## config.mk

```make
export PLATFORM = sky130hd
export DESIGN_NAME = lvds_lcd_mapper
export DESIGN_NICKNAME = d
export VERILOG_FILES = /design/src/rtl/lvds_lcd_mapper.sv
export SDC_FILE = /design/constraint.sdc
export NUM_CORES = 1
export LEC_CHECK = 0
export CAP_MARGIN = 0
export CORE_AREA = 4 4 106 108
export DETAILED_ROUTE_END_ITERATION = 12
export DIE_AREA = 0 0 110 112
export PLACE_DENSITY_LB_ADDON = 0.08
export SLEW_MARGIN = 5
export SYNTH_ARGS = -nofsm -noshare
export SYNTH_HDL_FRONTEND = slang
export SYNTH_SLANG_ARGS = --single-unit
```

## constraint.sdc

```tcl
create_clock -name clk_clk -period 2.25 [get_ports clk_clk]
set_input_delay 0.45 -clock clk_clk [delete_from_list [all_inputs] [get_ports clk_clk]]
set_output_delay 0.45 -clock clk_clk [all_outputs]
set_load 0.02 [all_outputs]
```

## src/rtl/lvds_lcd_mapper.sv

```systemverilog
// Maps 24-bit clocked-video pixels onto four 7-bit LVDS lanes (VESA or JEIDA) with frame-lock gating.
// Latency: 2 cycles input-to-lvds_tx_data. No backpressure: the video stream is consumed every cycle.
module lvds_lcd_mapper #(
   parameter int H_ACTIVE    = 800,
   parameter int V_ACTIVE    = 480,
   parameter int LOCK_FRAMES = 2,
   parameter int JEIDA       = 0
) (
   input  logic        clk_clk,
   input  logic        reset_reset_n,
   input  logic [23:0] vid_data,
   input  logic        vid_datavalid,
   input  logic        vid_h_sync,
   input  logic        vid_v_sync,
   input  logic        vid_underflow,
   input  logic        clear_err,
   output logic [27:0] lvds_tx_data,
   output logic        frame_locked,
   output logic        underflow_sticky,
   output logic [11:0] meas_h,
   output logic [11:0] meas_v
);

   typedef enum logic [1:0] {SEARCH, MEASURE, LOCKED} state_t;

   localparam logic [11:0] LP_H    = 12'(H_ACTIVE);
   localparam logic [11:0] LP_V    = 12'(V_ACTIVE);
   localparam logic [4:0]  LP_LOCK = 5'(LOCK_FRAMES);
   localparam logic [11:0] LP_SAT  = 12'hFFF;

   // stage 1
   logic [23:0] r_data;
   logic        r_de;
   logic        r_hs;
   logic        r_vs;
   logic        r_uf;
   logic        r_clr;
   logic        r_de_d;
   logic        r_vs_d;

   logic [11:0] r_hcnt;
   logic [11:0] r_vcnt;
   logic        r_line_bad;
   logic [3:0]  r_match_cnt;
   state_t      r_state;

   logic [27:0] r_tx;
   logic        r_locked;
   logic        r_sticky;
   logic [11:0] r_meas_h;
   logic [11:0] r_meas_v;

   logic        w_de_rise;
   logic        w_de_fall;
   logic        w_vs_rise;
   logic        w_bad_now;
   logic        w_match;
   logic [4:0]  w_cnt_inc;
   logic        w_lock_nxt;
   logic [23:0] w_px;
   logic [7:0]  w_r;
   logic [7:0]  w_g;
   logic [7:0]  w_b;
   logic        w_de_o;
   logic [6:0]  w_lane0;
   logic [6:0]  w_lane1;
   logic [6:0]  w_lane2;
   logic [6:0]  w_lane3;

   always_ff @(posedge clk_clk) begin
      if (!reset_reset_n) begin
         r_data <= '0;
         r_de   <= 1'b0;
         r_hs   <= 1'b0;
         r_vs   <= 1'b0;
         r_uf   <= 1'b0;
         r_clr  <= 1'b0;
         r_de_d <= 1'b0;
         r_vs_d <= 1'b0;
      end else begin
         r_data <= vid_data;
         r_de   <= vid_datavalid;
         r_hs   <= vid_h_sync;
         r_vs   <= vid_v_sync;
         r_uf   <= vid_underflow;
         r_clr  <= clear_err;
         r_de_d <= r_de;
         r_vs_d <= r_vs;
      end
   end

   assign w_de_rise = r_de & ~r_de_d;
   assign w_de_fall = ~r_de & r_de_d;
   assign w_vs_rise = r_vs & ~r_vs_d;

   // A line ending on the same cycle as v_sync still belongs to the frame being closed.
   assign w_bad_now  = r_line_bad | (w_de_fall && (r_hcnt != LP_H));
   assign w_match    = ~w_bad_now && (r_vcnt == LP_V);
   assign w_cnt_inc  = {1'b0, r_match_cnt} + 5'd1;

   assign w_lock_nxt = ~r_uf &&
                       (((r_state == LOCKED) && !(w_vs_rise && !w_match)) ||
                        ((r_state == MEASURE) && w_vs_rise && w_match && (w_cnt_inc >= LP_LOCK)));

   always_ff @(posedge clk_clk) begin
      if (!reset_reset_n) begin
         r_hcnt     <= '0;
         r_vcnt     <= '0;
         r_line_bad <= 1'b0;
         r_meas_h   <= '0;
         r_meas_v   <= '0;
      end else begin
         if (w_de_fall) begin
            r_meas_h <= r_hcnt;
            r_hcnt   <= '0;
         end else if (r_de && (r_hcnt != LP_SAT)) begin
            r_hcnt <= r_hcnt + 12'd1;
         end

         if (w_vs_rise) begin
            r_meas_v   <= r_vcnt;
            r_vcnt     <= w_de_rise ? 12'd1 : 12'd0;
            r_line_bad <= 1'b0;
         end else begin
            if (w_de_rise && (r_vcnt != LP_SAT)) begin
               r_vcnt <= r_vcnt + 12'd1;
            end
            if (w_de_fall && (r_hcnt != LP_H)) begin
               r_line_bad <= 1'b1;
            end
         end
      end
   end

   always_ff @(posedge clk_clk) begin
      if (!reset_reset_n) begin
         r_state     <= SEARCH;
         r_match_cnt <= '0;
         r_locked    <= 1'b0;
      end else begin
         r_locked <= w_lock_nxt;
         if (r_uf) begin
            r_state     <= SEARCH;
            r_match_cnt <= '0;
         end else if (w_vs_rise) begin
            case (r_state)
               SEARCH: begin
                  r_state     <= MEASURE;
                  r_match_cnt <= '0;
               end
               MEASURE: begin
                  if (w_match) begin
                     r_match_cnt <= w_cnt_inc[3:0];
                     if (w_cnt_inc >= LP_LOCK) begin
                        r_state <= LOCKED;
                     end
                  end else begin
                     r_match_cnt <= '0;
                  end
               end
               LOCKED: begin
                  if (!w_match) begin
                     r_state     <= SEARCH;
                     r_match_cnt <= '0;
                  end
               end
               default: begin
                  r_state     <= SEARCH;
                  r_match_cnt <= '0;
               end
            endcase
         end
      end
   end

   // Set has priority over clear so a coincident underflow is never lost.
   always_ff @(posedge clk_clk) begin
      if (!reset_reset_n) begin
         r_sticky <= 1'b0;
      end else if (r_uf) begin
         r_sticky <= 1'b1;
      end else if (r_clr) begin
         r_sticky <= 1'b0;
      end
   end

   // Gate with the lock state this pixel produces, so blanking lands on the causing pixel.
   assign w_px   = w_lock_nxt ? r_data : 24'd0;
   assign w_de_o = w_lock_nxt & r_de;
   assign w_r    = w_px[23:16];
   assign w_g    = w_px[15:8];
   assign w_b    = w_px[7:0];

   generate
      if (JEIDA != 0) begin : g_jeida
         assign w_lane0 = {w_g[2], w_r[7:2]};
         assign w_lane1 = {w_b[3:2], w_g[7:3]};
         assign w_lane2 = {w_de_o, r_vs, r_hs, w_b[7:4]};
         assign w_lane3 = {1'b0, w_b[1:0], w_g[1:0], w_r[1:0]};
      end else begin : g_vesa
         assign w_lane0 = {w_g[0], w_r[5:0]};
         assign w_lane1 = {w_b[1:0], w_g[5:1]};
         assign w_lane2 = {w_de_o, r_vs, r_hs, w_b[5:2]};
         assign w_lane3 = {1'b0, w_b[7:6], w_g[7:6], w_r[7:6]};
      end
   endgenerate

   always_ff @(posedge clk_clk) begin
      if (!reset_reset_n) begin
         r_tx <= '0;
      end else begin
         r_tx <= {w_lane3, w_lane2, w_lane1, w_lane0};
      end
   end

   assign lvds_tx_data     = r_tx;
   assign frame_locked     = r_locked;
   assign underflow_sticky = r_sticky;
   assign meas_h           = r_meas_h;
   assign meas_v           = r_meas_v;

endmodule

```

==> images/ff_map.png <==
(4 px per um) Other sequential cells in the stronger grey, the rest of the logic in the fainter grey.
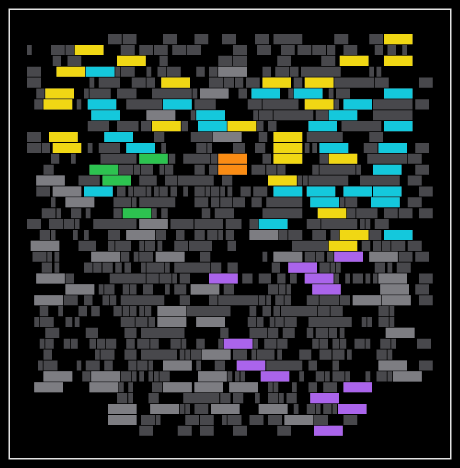
- orange: r_state (flops 2)
- green: r_match_cnt (flops 4)
- purple: r_hcnt (flops 12)
- yellow: r_data (flops 24)
- cyan: lvds_tx_data (flops 27)

==> images/congestion_map.png <==
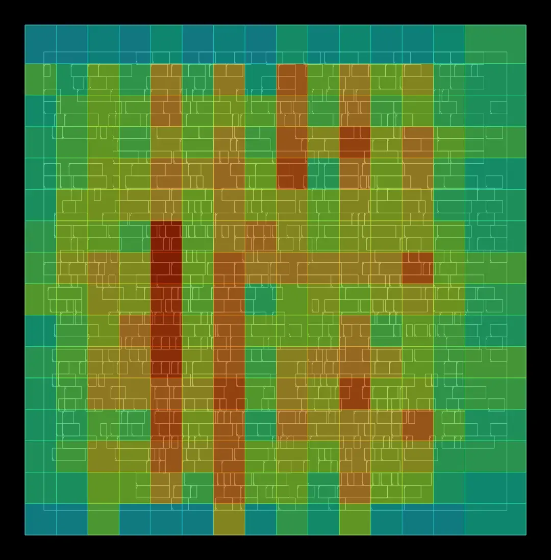
Top Usage Layer GRT: met2
M1 GR Usage: 23.1%
post-layout util: 63.6%
M2 GR Usage: 30.3%
gr usage total: 18.3%

==> results_dict.tcl <==
# place-and-route summary
set metrics [dict create \
    power_density_nw_per_um2 795 \
    die_w_um 110 \
    path_depth 7 \
    design_area_sq_um 6500 \
    num-multi-input-gates 302 \
    final_cells 728 \
    grtUsageMet3_pct 4.46 \
    io_buffer_count 83 \
    r2r_start "r_vcnt[0]$_SDFFE_PN0P_" \
    clock_area_share_pct 9.81 \
    avgSynthCellArea_sq_um 9.85 \
    cp-endpoint "lvds_tx_data[13]$_SDFF_PN0_" \
    grt_setup_unrepaired "false" \
    ant_nets 0 \
    crit_type "reg -> reg" \
    cp_num_buf_inv 2 \
    cp_slowest_stage_delay_ns 0.64 \
    required_ns 2.62 \
    ys.flop_type "dfxtp_1" \
    wl_per_cell_um 14.5 \
    area_leaders "dfxtp_1 48%, a2111oi_4 6.4%, nand2_1 5.5%" \
    grt_pass1_vias 3780 \
    grt_pass1_wl_mm 17.9 \
    die_h_um 112 \
    io_pins 85 \
    n_tap_cell 136 \
    holdCritPathClass "reg -> reg" \
    logic_area_sq_um 2230 \
    dpl.cell_count 696 \
    ir_worst_vdd_uv 445 \
    hold_buffers 0 \
    antenna_found_initial 0 \
    fin_crit_sh_pct 95.7 \
    synth_cell_types 54 \
    worst_hold_slack_ns 0.414 \
    n_all_buffers 109 \
    seq_area_frac_synth_pct 47.9 \
    crit_arrival_ns 2.52 \
    crit_fanout 26 \
    worst-r2r-cell-count 7 \
    areaGrowthSynthToFinish_pct 36.4 \
    largest_area_cell "dfxtp_1" \
    synthTopCellsByCount "114 x dfxtp_1, 70 x nand2_1, 36 x and2_1" \
    min-delay-start "r_data[2]$_SDFF_PN0_" \
    syn_inst 484 \
    largest_register_ffs 27 \
    power_mw 5.17 \
    cts_sinks 114 \
    firstDrtPassIters 5 \
    status "completed" \
    seq_cells 114 \
    final_cell_mix "114 x dfxtp_1, 83 x clkdlybuf4s50_1, 70 x nand2_1, 36 x and2_1, 35 x inv_1" \
    inverters 35 \
    r2r-end "lvds_tx_data[13]$_SDFF_PN0_" \
    dieArea_sq_um 12300 \
]
==> images/layers.png <==
(3 px per um)
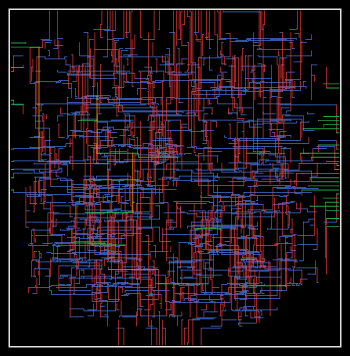
- green: M3 (wire length 415 um)
- blue: M1 (wire length 4,740 um)
- red: M2 (wire length 5,330 um)
- orange: M4 (wire length 76.8 um)

==> images/closeup.png <==
Region (72, 18) to (92, 38) um. Cells in grey, sequential cells in the stronger grey; small squares are vias.
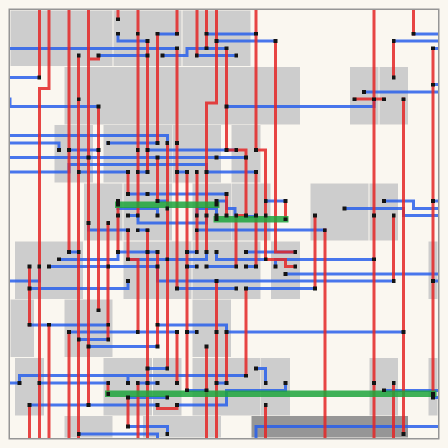
- red: M2
- blue: M1
- green: M3
- most frequent: nand2_1 (8), nand3_1 (3)
- cells with their middle in the window: 28
- sequential cells in the window: 0

==> cell families after synthesis <==
logic type | Yosys count | share of synthesized area (%)
mux | 12 | 2.52
fa+ha+maj | 6 | 1.57
simple gates | 187 | 20.5
compound gates | 91 | 20.6
xor+xnor | 5 | 0.918
other cells | 1 | 0.0786
flops | 114 | 47.9
buf+inv | 68 | 5.88
==> metal layers <==
layer / wire (um) / part of all wire [%] / vias to the layer above
li1: - / - / 1873
met1: 4740 / 45 / 1787
met2: 5330 / 50 / 76
met3: 415 / 3.9 / 8
met4: 76 / 0.72 / 0
met5: 0 / 0 / -
==> power by group <==
group          total [mW]  internal (mW)  switching (mW)
combinational       0.244          0.118           0.126
sequential           2.08           2.06          0.0193
clock                2.85           1.93           0.914
total                5.17           4.11            1.06
Power is estimated from default activity; no workload was simulated.
